==> config.mk <==
export PLATFORM = sky130hd
export DESIGN_NAME = laser_pulse_gen
export DESIGN_NICKNAME = d
export VERILOG_FILES = /design/src/rtl/laser_pulse_gen.sv
export SDC_FILE = /design/constraint.sdc
export NUM_CORES = 1
export LEC_CHECK = 0
export CORE_AREA = 2 2 205 207
export CTS_CLUSTER_SIZE = 14
export DETAILED_ROUTE_END_ITERATION = 8
export DIE_AREA = 0 0 207 209
export HOLD_SLACK_MARGIN = 0.12
export SKIP_LAST_GASP = 1
export SYNTH_ARGS = -nofsm -noshare
export SYNTH_HDL_FRONTEND = slang
export SYNTH_SLANG_ARGS = --single-unit
==> constraint.sdc <==
create_clock -name clk -period 5.7 [get_ports clk]
set_clock_uncertainty 0.1 [all_clocks]
set_input_delay 0.57 -clock clk [delete_from_list [all_inputs] [get_ports clk]]
set_output_delay 0.57 -clock clk [all_outputs]
set_load 0.005 [all_outputs]
==> src/rtl/laser_pulse_gen.sv <==
// Laser pulse train generator: arm window, programmed width/period/count, graceful stop, fault abort.
// Optional external trigger pacing is compiled in when PULSE_GEN_TRIG_EN is defined.
module laser_pulse_gen #(
    parameter int CNT_W     = 32,
    parameter int NUM_W     = 16,
    parameter int ARM_DELAY = 16
) (
    input  logic             clk,
    input  logic             rst,
    input  logic             start,
    input  logic             stop,
    input  logic             fault,
    input  logic [CNT_W-1:0] pulse_width,
    input  logic [CNT_W-1:0] pulse_period,
    input  logic [NUM_W-1:0] pulse_count,
    output logic             laser_pulse,
    output logic             laser_ready,
    output logic             busy,
    output logic             done,
    output logic             fault_abort,
    output logic             cfg_err,
    output logic [NUM_W-1:0] pulse_num
`ifdef PULSE_GEN_TRIG_EN
    ,
    input  logic             ext_trig,
    input  logic             trig_mode
`endif
);

    // state  | meaning
    // IDLE   | waiting for start, outputs quiet
    // ARM    | laser_ready high, pre-pulse delay
    // HIGH   | laser_pulse high for width cycles
    // LOW    | inter-pulse gap, period-width cycles minimum
    // DONE   | one-cycle done strobe, then IDLE
    typedef enum logic [2:0] {
        S_IDLE,
        S_ARM,
        S_HIGH,
        S_LOW,
        S_DONE
    } state_t;

    state_t           state;
    logic [CNT_W-1:0] timer;
    logic [CNT_W-1:0] width_q;
    logic [CNT_W-1:0] period_q;
    logic [NUM_W-1:0] count_q;
    logic             stop_pend;

    logic             timer_zero;
    logic             last_pulse;
    logic             cfg_bad;
    logic             start_ok;
    logic             arm_go;
    logic             low_go;

    assign timer_zero = (timer == '0);
    assign last_pulse = (count_q != '0) && (pulse_num == count_q);
    assign cfg_bad    = (pulse_width == '0) || (pulse_period <= pulse_width);
    assign start_ok   = (state == S_IDLE) && start && !fault && !stop;

`ifdef PULSE_GEN_TRIG_EN
    logic trig_meta;
    logic trig_sync;
    logic trig_prev;
    logic trig_mode_q;
    logic trig_edge;

    always_ff @(posedge clk or posedge rst) begin
        if (rst) begin
            trig_meta   <= 1'b0;
            trig_sync   <= 1'b0;
            trig_prev   <= 1'b0;
            trig_mode_q <= 1'b0;
        end else begin
            trig_meta <= ext_trig;
            trig_sync <= trig_meta;
            trig_prev <= trig_sync;
            if (start_ok && !cfg_bad) begin
                trig_mode_q <= trig_mode;
            end
        end
    end

    assign trig_edge = trig_sync & ~trig_prev;
    // Edges outside ARM, or in LOW before the minimum gap has elapsed, are simply not looked at.
    assign arm_go    = trig_mode_q ? trig_edge : timer_zero;
    assign low_go    = timer_zero && (!trig_mode_q || trig_edge);
`else
    assign arm_go    = timer_zero;
    assign low_go    = timer_zero;
`endif

    always_ff @(posedge clk or posedge rst) begin
        if (rst) begin
            state       <= S_IDLE;
            timer       <= '0;
            width_q     <= '0;
            period_q    <= '0;
            count_q     <= '0;
            stop_pend   <= 1'b0;
            laser_pulse <= 1'b0;
            laser_ready <= 1'b0;
            busy        <= 1'b0;
            done        <= 1'b0;
            fault_abort <= 1'b0;
            cfg_err     <= 1'b0;
            pulse_num   <= '0;
        end else begin
            done <= 1'b0;
            if (state != S_IDLE && fault) begin
                // fault outranks stop and completion
                state       <= S_IDLE;
                timer       <= '0;
                stop_pend   <= 1'b0;
                laser_pulse <= 1'b0;
                laser_ready <= 1'b0;
                busy        <= 1'b0;
                fault_abort <= 1'b1;
            end else begin
                case (state)
                    S_IDLE: begin
                        if (start_ok) begin
                            if (cfg_bad) begin
                                cfg_err <= 1'b1;
                            end else begin
                                width_q     <= pulse_width;
                                period_q    <= pulse_period;
                                count_q     <= pulse_count;
                                cfg_err     <= 1'b0;
                                fault_abort <= 1'b0;
                                pulse_num   <= '0;
                                stop_pend   <= 1'b0;
                                timer       <= CNT_W'(ARM_DELAY - 1);
                                state       <= S_ARM;
                                laser_ready <= 1'b1;
                                busy        <= 1'b1;
                            end
                        end
                    end
                    S_ARM: begin
                        if (stop) begin
                            state       <= S_DONE;
                            laser_ready <= 1'b0;
                            done        <= 1'b1;
                        end else if (arm_go) begin
                            state       <= S_HIGH;
                            laser_pulse <= 1'b1;
                            pulse_num   <= pulse_num + 1'b1;
                            timer       <= width_q - 1'b1;
                        end else if (!timer_zero) begin
                            timer <= timer - 1'b1;
                        end
                    end
                    S_HIGH: begin
                        if (timer_zero) begin
                            laser_pulse <= 1'b0;
                            if (stop || stop_pend || last_pulse) begin
                                state       <= S_DONE;
                                laser_ready <= 1'b0;
                                done        <= 1'b1;
                                stop_pend   <= 1'b0;
                            end else begin
                                state <= S_LOW;
                                timer <= period_q - width_q - 1'b1;
                            end
                        end else begin
                            // a stop mid-pulse waits for the full width; truncation trips the checker
                            if (stop) begin
                                stop_pend <= 1'b1;
                            end
                            timer <= timer - 1'b1;
                        end
                    end
                    S_LOW: begin
                        if (stop) begin
                            state       <= S_DONE;
                            laser_ready <= 1'b0;
                            done        <= 1'b1;
                        end else if (low_go) begin
                            state       <= S_HIGH;
                            laser_pulse <= 1'b1;
                            pulse_num   <= pulse_num + 1'b1;
                            timer       <= width_q - 1'b1;
                        end else if (!timer_zero) begin
                            timer <= timer - 1'b1;
                        end
                    end
                    S_DONE: begin
                        state <= S_IDLE;
                        busy  <= 1'b0;
                    end
                    default: begin
                        state       <= S_IDLE;
                        laser_pulse <= 1'b0;
                        laser_ready <= 1'b0;
                        busy        <= 1'b0;
                    end
                endcase
            end
        end
    end

endmodule

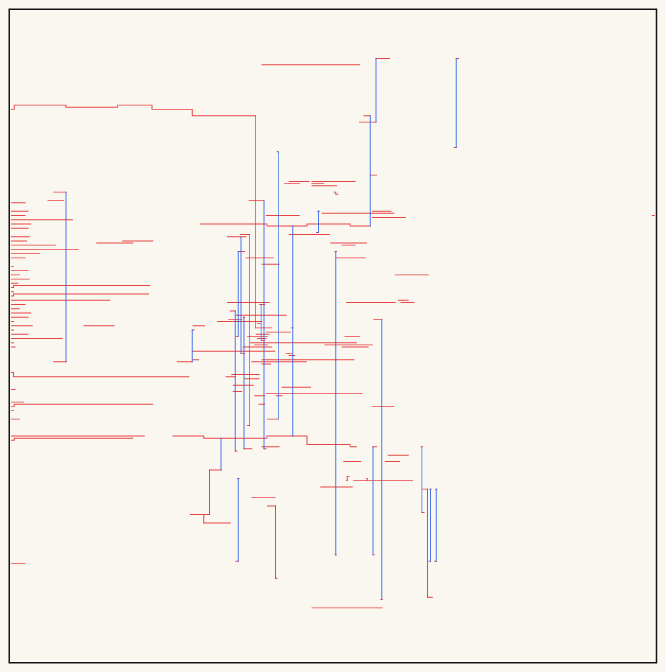
Figure 1: run 1, signal wires by layer.
Two of the layers only.
Red is met3, wire length 1430 µm. Blue is met4, wire length 1080 µm.

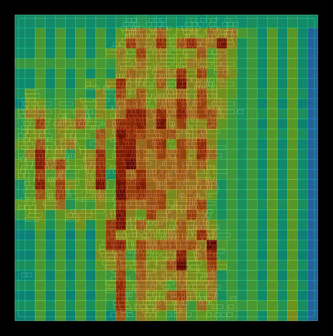
Figure 2: run 1, routing congestion map.
busiest grt layer: met2
DR WL/cell: 16.98 µm
Total Routing Usage GR: 0.1437
Layout Utilization: 0.2990

==> job_summary.md, run 1 <==
### Metrics collected by this job

| Metric | Value |
|---|---|
| Area Growth Syn to Fin | 21.27% |
| Setup tns final | 0 ps |
| Worst hold path depth | 1 |
| Critical Path Fanout Max | 24 |
| Post-DP HPWL | 23240 µm |
| Htree depth | 4 |
| Most used logic cell in the final layout | dfrtp_1 |
| Synth cell count leaders | dfrtp_1, nand2_1, o21ai_0 |
| Reg2reg end | timer[23] |
| Cell depth of the worst flop-to-flop path | 7 |
| Yosys Instances | 1195 |
| Share of post-route cells with drive strength above 1 | 0.08936 |
| Ant. Diodes | 0 |
| Critical path arrival | 4270 ps |
| Crit path kind | in2reg |
| Clk latency late pin | 440 ps |
| Pre-CTS WS | 1239 ps |
| Worst setup margin | 1656 ps |
| Drt total wl | 31010 µm |
| Max incr delay on CP | 830 ps |
| Yosys Chip Area | 0.01018 mm² |
| Top cell area share | 0.3392 |
| Initial core utilization | 0.2466 |
| Most numerous logic cells after layout | dfrtp_1, nand2_1, o21ai_0, clkdlybuf4s50_1, a21oi_1 |
| Flops out of synthesis | 138 |
| Required @ worst endpoint | 5930 ps |
| Via/cell ratio | 5.079 |
| Overflow after GRT | 0 |
| Syn Area/Cell | 8.520 µm² |
| Routability cong. | 0.8711 |
| Tcrit/Tclk final | 0.7094 |
| DIE AREA | 0.04326 mm² |
| Initial antenna violation count | 0 |
| First-pass GRT wire length | 50030 µm |
| CTS Hold Bufs | 0 |
| R2R Setup Slk | 1740 ps |
| Iter 0 DRT Violations | 680 |
| Status | complete, no violations |
| Clk slew on worst S/H paths | 60 ps |
| # DRC | 0 |
| Max_cap viols | 0 |
| Critical Path Start | pulse_width[15] |
| Net count reported at finish | 1428 |
| P_leak | 5.052 nW |
| Post-synthesis cell type count | 77 |
| Clk buf depth | 2 |
| CP Capture Type | register |
| Minimum clock period | 4044 ps |
| Postcts setup bufs | 0 |
| Log Warnings | 29 |
| Fmax | 247.3 MHz |
| FF-to-FF Start | state[0] |
| EDFF count, synth | 0 |
| Relative max-transition margin | 0.2534 |
| Number of I/O pins | 107 |
| Total number of vias | 9274 |
| Vias in the first global route | 9441 |
| Routed Antenna Nets | 0 |
| Dominant flop cell | dfrtp_1 |
| Peak VDD IR | 0.1709 mV |
| Worst path cell trace | clkdlybuf4s50_1, inv_1, ha_1, nand4_1, nor4_1, a21oi_1, inv_1, a31oi_4, o21ai_2, nor2_1, a311oi_1 |
| FFs w/ async S/R, synth | 1.000 |
| Startpoint type of the worst setup path | primary input |
| CTS Buf Count | 17 |
| CP endpoint | timer[23] |
| Sink Count | 138 |
| Mapped cell area | 0.01018 mm² |
| Min Hold Slack | 402.7 ps |
| Pin count of the biggest net entering global routing | 102 |
| Synth Seq Share | 0.3392 |
| Slew Limit Fails | 0 |
| Post-Syn Instances | 1195 |
| HP Class | reg2reg |
| Row cnt | 75 |
| Slowest-stage cell, CP | o21ai_2 |
| Yosys Warn Count | 0 |
| Worst Max-Slew Pin Slew | 1120 ps |
| Core ar. | 0.04129 mm² |
| Cell type with the largest total area | dfrtp_1 |
| Initial DRT Pass Iterations | 5 |
| Most used cell, CP | inv_1 |
| Top cells, area | dfrtp_1, ha_1, o21ai_0 |
| Net count after synthesis | 1348 |
| Hold Path Sink | laser_ready |
| Synth top cell by count | dfrtp_1 |
| Final Setup Violations | 0 |
| CTS root buf | clkbuf_16 |
| Hold path start | laser_ready |
| PD cells | 394.7 mW/mm² |
| Final Hold Viols | 0 |
| CTS tree | built |
| RSZ-0062 raised after global routing | no |
| Post-CTS Resized | 0 |
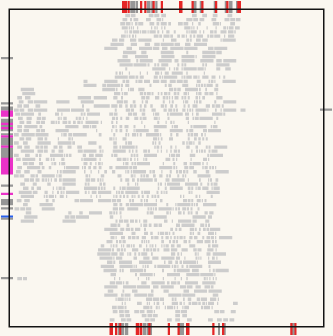
Figure 3: run 1, I/O pins on the die edge.
Pins as bars across the die edge, other pins in grey.
Red is `pulse_period`, pins 32, direction input, edge 16 bottom, 16 top. Magenta is `pulse_num`, pins 16, direction output, edge left. Blue is `laser_ready`, pins 1, direction output, edge left.
All pins by edge: 42 left, 32 bottom, 32 top, 1 right.
number of port buffers: 106
Die W: 207 µm
Die Ht: 209 µm

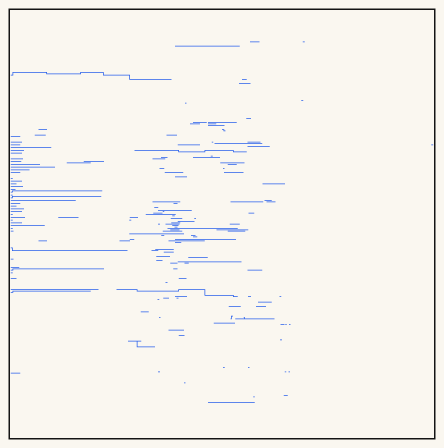
Figure 4: run 1, the metal 3 layer.
The layer holds 4.6% of the routed length. The longest straight run is 56.1 µm. 121 nets have wire on it. The layer carries 1430 µm of wire. The wires run mostly horizontal.

==> run 1: worst max-delay path: cells and delay by family <==
family | cells | cell delay (ps)
AND-OR/OR-AND | 4 | 1360
AND/OR/NAND/NOR | 3 | 1270
buffers and inverters | 3 | 770
adder cells (fa/ha/maj) | 1 | 290
==> run 1: registers in the layout (all words and copies together) (netlist names) <==
register and cells:
period_q 32, timer 32, width_q 32, count_q 16, pulse_num 16, state 3, busy 1, cfg_err 1
done 1, fault_abort 1, laser_pulse 1, laser_ready 1, stop_pend 1
==> run 1: layer usage <==
layer	part of all wire	vias up	wire length, µm	track usage
met1	0.42	4486	12970	0.1688
met2	0.50	240	15530	0.2534
met5	0	-	0	0
met4	0.035	0	1078	0.06207
li1	-	4490	-	-
met3	0.046	58	1431	0.02916
==> run 1: area by class of cell <==
cell class	count	area, µm²
Sequential cell	138	3453
Inverter	78	297.8
Timing Repair Buffer	117	1156
Tap cell	539	674.4
Clock inverter	12	116.4
Multi-Input combinational cell	923	6196
Fill cell	4397	28940
Clock buffer	19	452.9
==> run 1: per-stage QoR <==
stage               power [mW]  std cells  instance area [µm²]
CTS                      4.880       1826                12350
finish                   4.874       1826                12350
global placement         3.731       1795                11780
floorplan                3.096       1195                10180
detailed placement       3.754       1795                11780
global route             5.238       1826                12350
==> run 1: logic make-up after synthesis <==
family	Yosys count	share of synthesized area
buffers and inverters	134	0.05260
AND-OR/OR-AND	337	0.2045
multiplexers	52	0.05715
XOR/XNOR	78	0.06710
adder cells (fa/ha/maj)	68	0.08431
AND/OR/NAND/NOR	388	0.1952
flip-flops	138	0.3392
==> run 1: where the power goes <==
part	switching [mW]	internal (mW)	leakage, nW
clock	0.477	0.626	0.265
sequential	0.254	1.23	1.75
combinational	1.32	0.971	3.03
total	2.05	2.82	5.05
Figure 5. Sequential cells grouped by signal name (run 1).
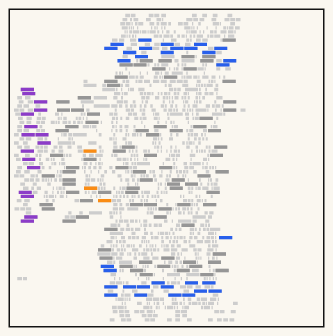

==> run 2, diff against run 1 <==
==> constraint.sdc (replaced) <==
create_clock -name clk -period 3.3 [get_ports clk]
set_clock_uncertainty 0.1 [all_clocks]
set_input_delay 0.33 -clock clk [delete_from_list [all_inputs] [get_ports clk]]
set_output_delay 0.33 -clock clk [all_outputs]
set_load 0.005 [all_outputs]
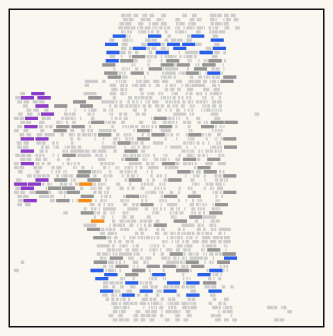
Figure 6: run 2, sequential cells grouped by signal name.
Orange is `state`, placed flops 3. Blue is `period_q`, placed flops 32. Purple is `count_q`, placed flops 16, where left middle.
Another 87 sequential cells are not coloured.
sequential power: 2.55 mW
Layout Utilization: 0.3240
register area: 0.003453 mm²

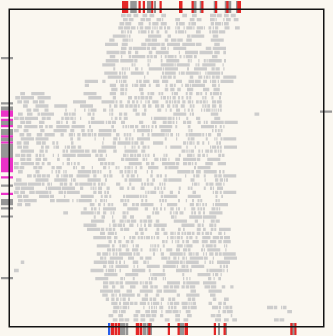
Figure 7: run 2, I/O pins on the die edge.
Pins as bars across the die edge, other pins in grey.
Magenta is `pulse_num`, pins 16, direction output, edge left. Blue is `laser_ready`, pins 1, direction output, edge bottom. Red is `pulse_period`, pins 32, direction input, edge 16 bottom, 16 top.
All pins by edge: 41 left, 33 bottom, 32 top, 1 right.

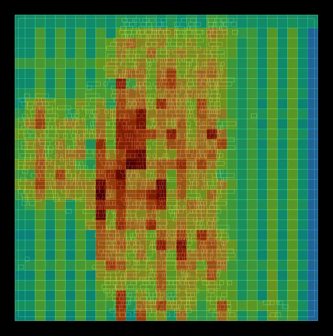
Figure 8: run 2, routing congestion map.
Total Routing Usage GR: 0.1475
GRT met2 Usage: 0.2555
DR WL/cell: 16.52 µm
met1 Use GR: 0.1774
GRT met3 Usage: 0.02540

==> job_summary.md, run 2 <==
### Metrics collected by this job

| Metric | Value |
|---|---|
| Synth cell count leaders | dfrtp_1, nand2_1, o21ai_0 |
| Top cell area share | 0.3392 |
| Switching Share | 0.4171 |
| Largest regs | period_q x32, timer x32, width_q x32 |
| Synth top cell by count | dfrtp_1 |
| Die Ht | 209 µm |
| Slowest-stage cell, CP | dfrtp_1 |
| Flops out of synthesis | 138 |
| Ant. Diodes | 1 |
| Sequential share of power | 0.291 |
| CTS tree | built |
| Buf/Inv on CP | 4 |
| Critical Path Fanout Max | 4 |
| Number of I/O pins | 107 |
| Overflow after GRT | 0 |
| Most numerous logic cells after layout | dfrtp_1, buf_4, nand2_1, o21ai_0, clkdlybuf4s50_1 |
| Pin count of the biggest net entering global routing | 57 |
| PD cells | 654.4 mW/mm² |
| Critical path's top delay family | AND-OR/OR-AND gates |
| Syn Area/Cell | 8.520 µm² |
| Tap Count | 539 |
| Crit path kind | reg2reg |
| Layout clock buffer count | 20 |
| Yosys Instances | 1195 |
| Vias in the first global route | 9876 |
| DR top layer | met5 |
| Routed wl met3 | 1340 µm |
| Log Warnings | 28 |
| P_int | 5.103 mW |
| Clock network area share | 0.04031 |
| Max incr delay on CP | 400 ps |
| Min Hold Slack | 156.7 ps |
| Met2 wire len | 15670 µm |
| Reg2reg end | timer[24] |
| CTS root buf | clkbuf_16 |
| Number of non-clock inverters | 78 |
| CTS Hold Bufs | 0 |
| Worst path cell trace | inv_1, ha_1, o211ai_1, a21oi_4, o21a_1, o31ai_1, buf_4, o211ai_1, buf_4, buf_4, a21oi_1, o211ai_1, a32o_1 |
| Tcrit/Tclk final | 0.9664 |
| Final Hold Viols | 0 |
| Combinational share of cell area | 0.4668 |
| R2R Setup Slk | 110 ps |
| Post-synthesis cell type count | 77 |
| DIE AREA | 0.04326 mm² |
| Area Growth Syn to Fin | 31.40% |
| Post-DP HPWL | 25180 µm |
| Row cnt | 75 |
| Comb. pwr | 4.41 mW |
| Post-Syn Instances | 1195 |
| Met1 WL | 13970 µm |
| Yosys Warn Count | 0 |
| Dominant flop cell | dfrtp_1 |
| # DRC | 0 |
| Routed Antenna Nets | 0 |
| Fmax | 313.6 MHz |
| Top cells, area | dfrtp_1, ha_1, o21ai_0 |
| Layout Cells excl Fill | 1950 |
| Total number of vias | 9696 |
| Fillers | 4327 |
| Net count after synthesis | 1348 |
| Yosys Chip Area | 0.01018 mm² |
| Worst Max-Slew Pin Slew | 699.3 ps |
| Peak VDD IR | 0.2732 mV |
| Via/cell ratio | 4.972 |
| Max_cap viols | 0 |
| Relative max-transition margin | 0.5295 |
| RSZ-0062 raised after global routing | yes |
| Status | complete, no violations |
| First-pass GRT wire length | 51560 µm |
| Clock network power | 1.79 mW |
| Comb pwr share | 0.504 |
| Htree depth | 4 |
| Startpoint type of the worst setup path | register |
| Initial DRT Pass Iterations | 5 |
| Busiest grt layer | met2 |
| P_sw | 3.652 mW |
| Registers | 138 |
| Critical path arrival | 3410 ps |
| HP Class | in2async |
| Final Setup Violations | 0 |
| Slew Limit Fails | 0 |
| Cell type with the largest total area | dfrtp_1 |
| Synth Seq Share | 0.3392 |
| Initial antenna violation count | 2 |
| Minimum clock period | 3189 ps |
| Area of the multi-input gates | 0.006245 mm² |
| Clk pwr share | 0.205 |
| FF-to-FF Start | width_q[3] |
| P_leak | 5.671 nW |
| Leading cell kind | logic gates |
| Pwr top | combinational cells |
| Required @ worst endpoint | 3520 ps |
| FFs w/ async S/R, synth | 1.000 |
| Clk buf depth | 2 |
| Most used logic cell in the final layout | dfrtp_1 |
| Core ar. | 0.04129 mm² |
| Clk latency late pin | 440 ps |
| Cell depth of the worst flop-to-flop path | 13 |
| Share of post-route cells with drive strength above 1 | 0.1738 |
| Sink Count | 138 |
| Initial core utilization | 0.2466 |
| Routability cong. | 0.9128 |
| Non-clock buffers | 239 |
| Drt total wl | 32210 µm |
| Post-route cell area | 0.01338 mm² |
| Signal buffers share of area | 0.1620 |
| Dpl cell area | 0.01277 mm² |
| Flop share of the area | 0.2581 |
| Iter 0 DRT Violations | 499 |
| Clk slew on worst S/H paths | 70 ps |
| Net count reported at finish | 1550 |
| Mapped cell area | 0.01018 mm² |
[run 2: cell counts after synthesis]
Identical to the previous run, type by type.
[run 2: how the worst max path moves through the flow]
| stage | from | slack (ps) | end | depth (start not counted) |
|---|---|---|---|---|
| 3_3_place_gp | pulse_width[1] | -320 | pulse_num[15] | 13 |
| 2_1_floorplan | width_q[9] | 200 | timer[31] | 9 |
| 4_1_cts | width_q[0] | 40 | timer[28] | 14 |
| 5_1_grt | pulse_width[1] | -40 | pulse_num[2] | 14 |
| 6_report | width_q[3] | 110 | timer[24] | 13 |
| 3_5_place_dp | pulse_width[1] | -370 | pulse_num[2] | 14 |
[run 2: logic make-up (layout without fill, tap and decap cells)]
kind of cell / Yosys count / after routing / synth area share
multiplexers: 52 / 52 / 0.05715
buffers and inverters: 134 / 349 / 0.05260
AND/OR/NAND/NOR: 388 / 388 / 0.1952
adder cells (fa/ha/maj): 68 / 68 / 0.08431
XOR/XNOR: 78 / 78 / 0.06710
other: 0 / 1 / 0
flip-flops: 138 / 138 / 0.3392
AND-OR/OR-AND: 337 / 337 / 0.2045
[run 2: what timing repair did]
| action | in CTS | in global routing |
|---|---|---|
| setup endpoints to repair | 2 | 20 |
| resized | 1 | 14 |
| endpoints found under the hold margin | 0 | 0 |
| pin swaps | 0 | 4 |
| buffers inserted | 0 | 1 |
[run 2: metrics by stage]
stage / utilization / setup slack, ps / total power, mW / TNS [ps]
global placement: 0.3093 / -320.2 / 6.811 / -23220
global route: 0.3239 / -36.34 / 9.368 / -243.6
CTS: 0.3224 / 44.54 / 8.722 / 0
floorplan: - / 200.7 / 5.347 / 0
detailed placement: 0.3093 / -369.4 / 6.872 / -25000
finish: 0.3240 / 111.0 / 8.755 / 0
No activity file was given, so power comes from the tool's default toggle rates.
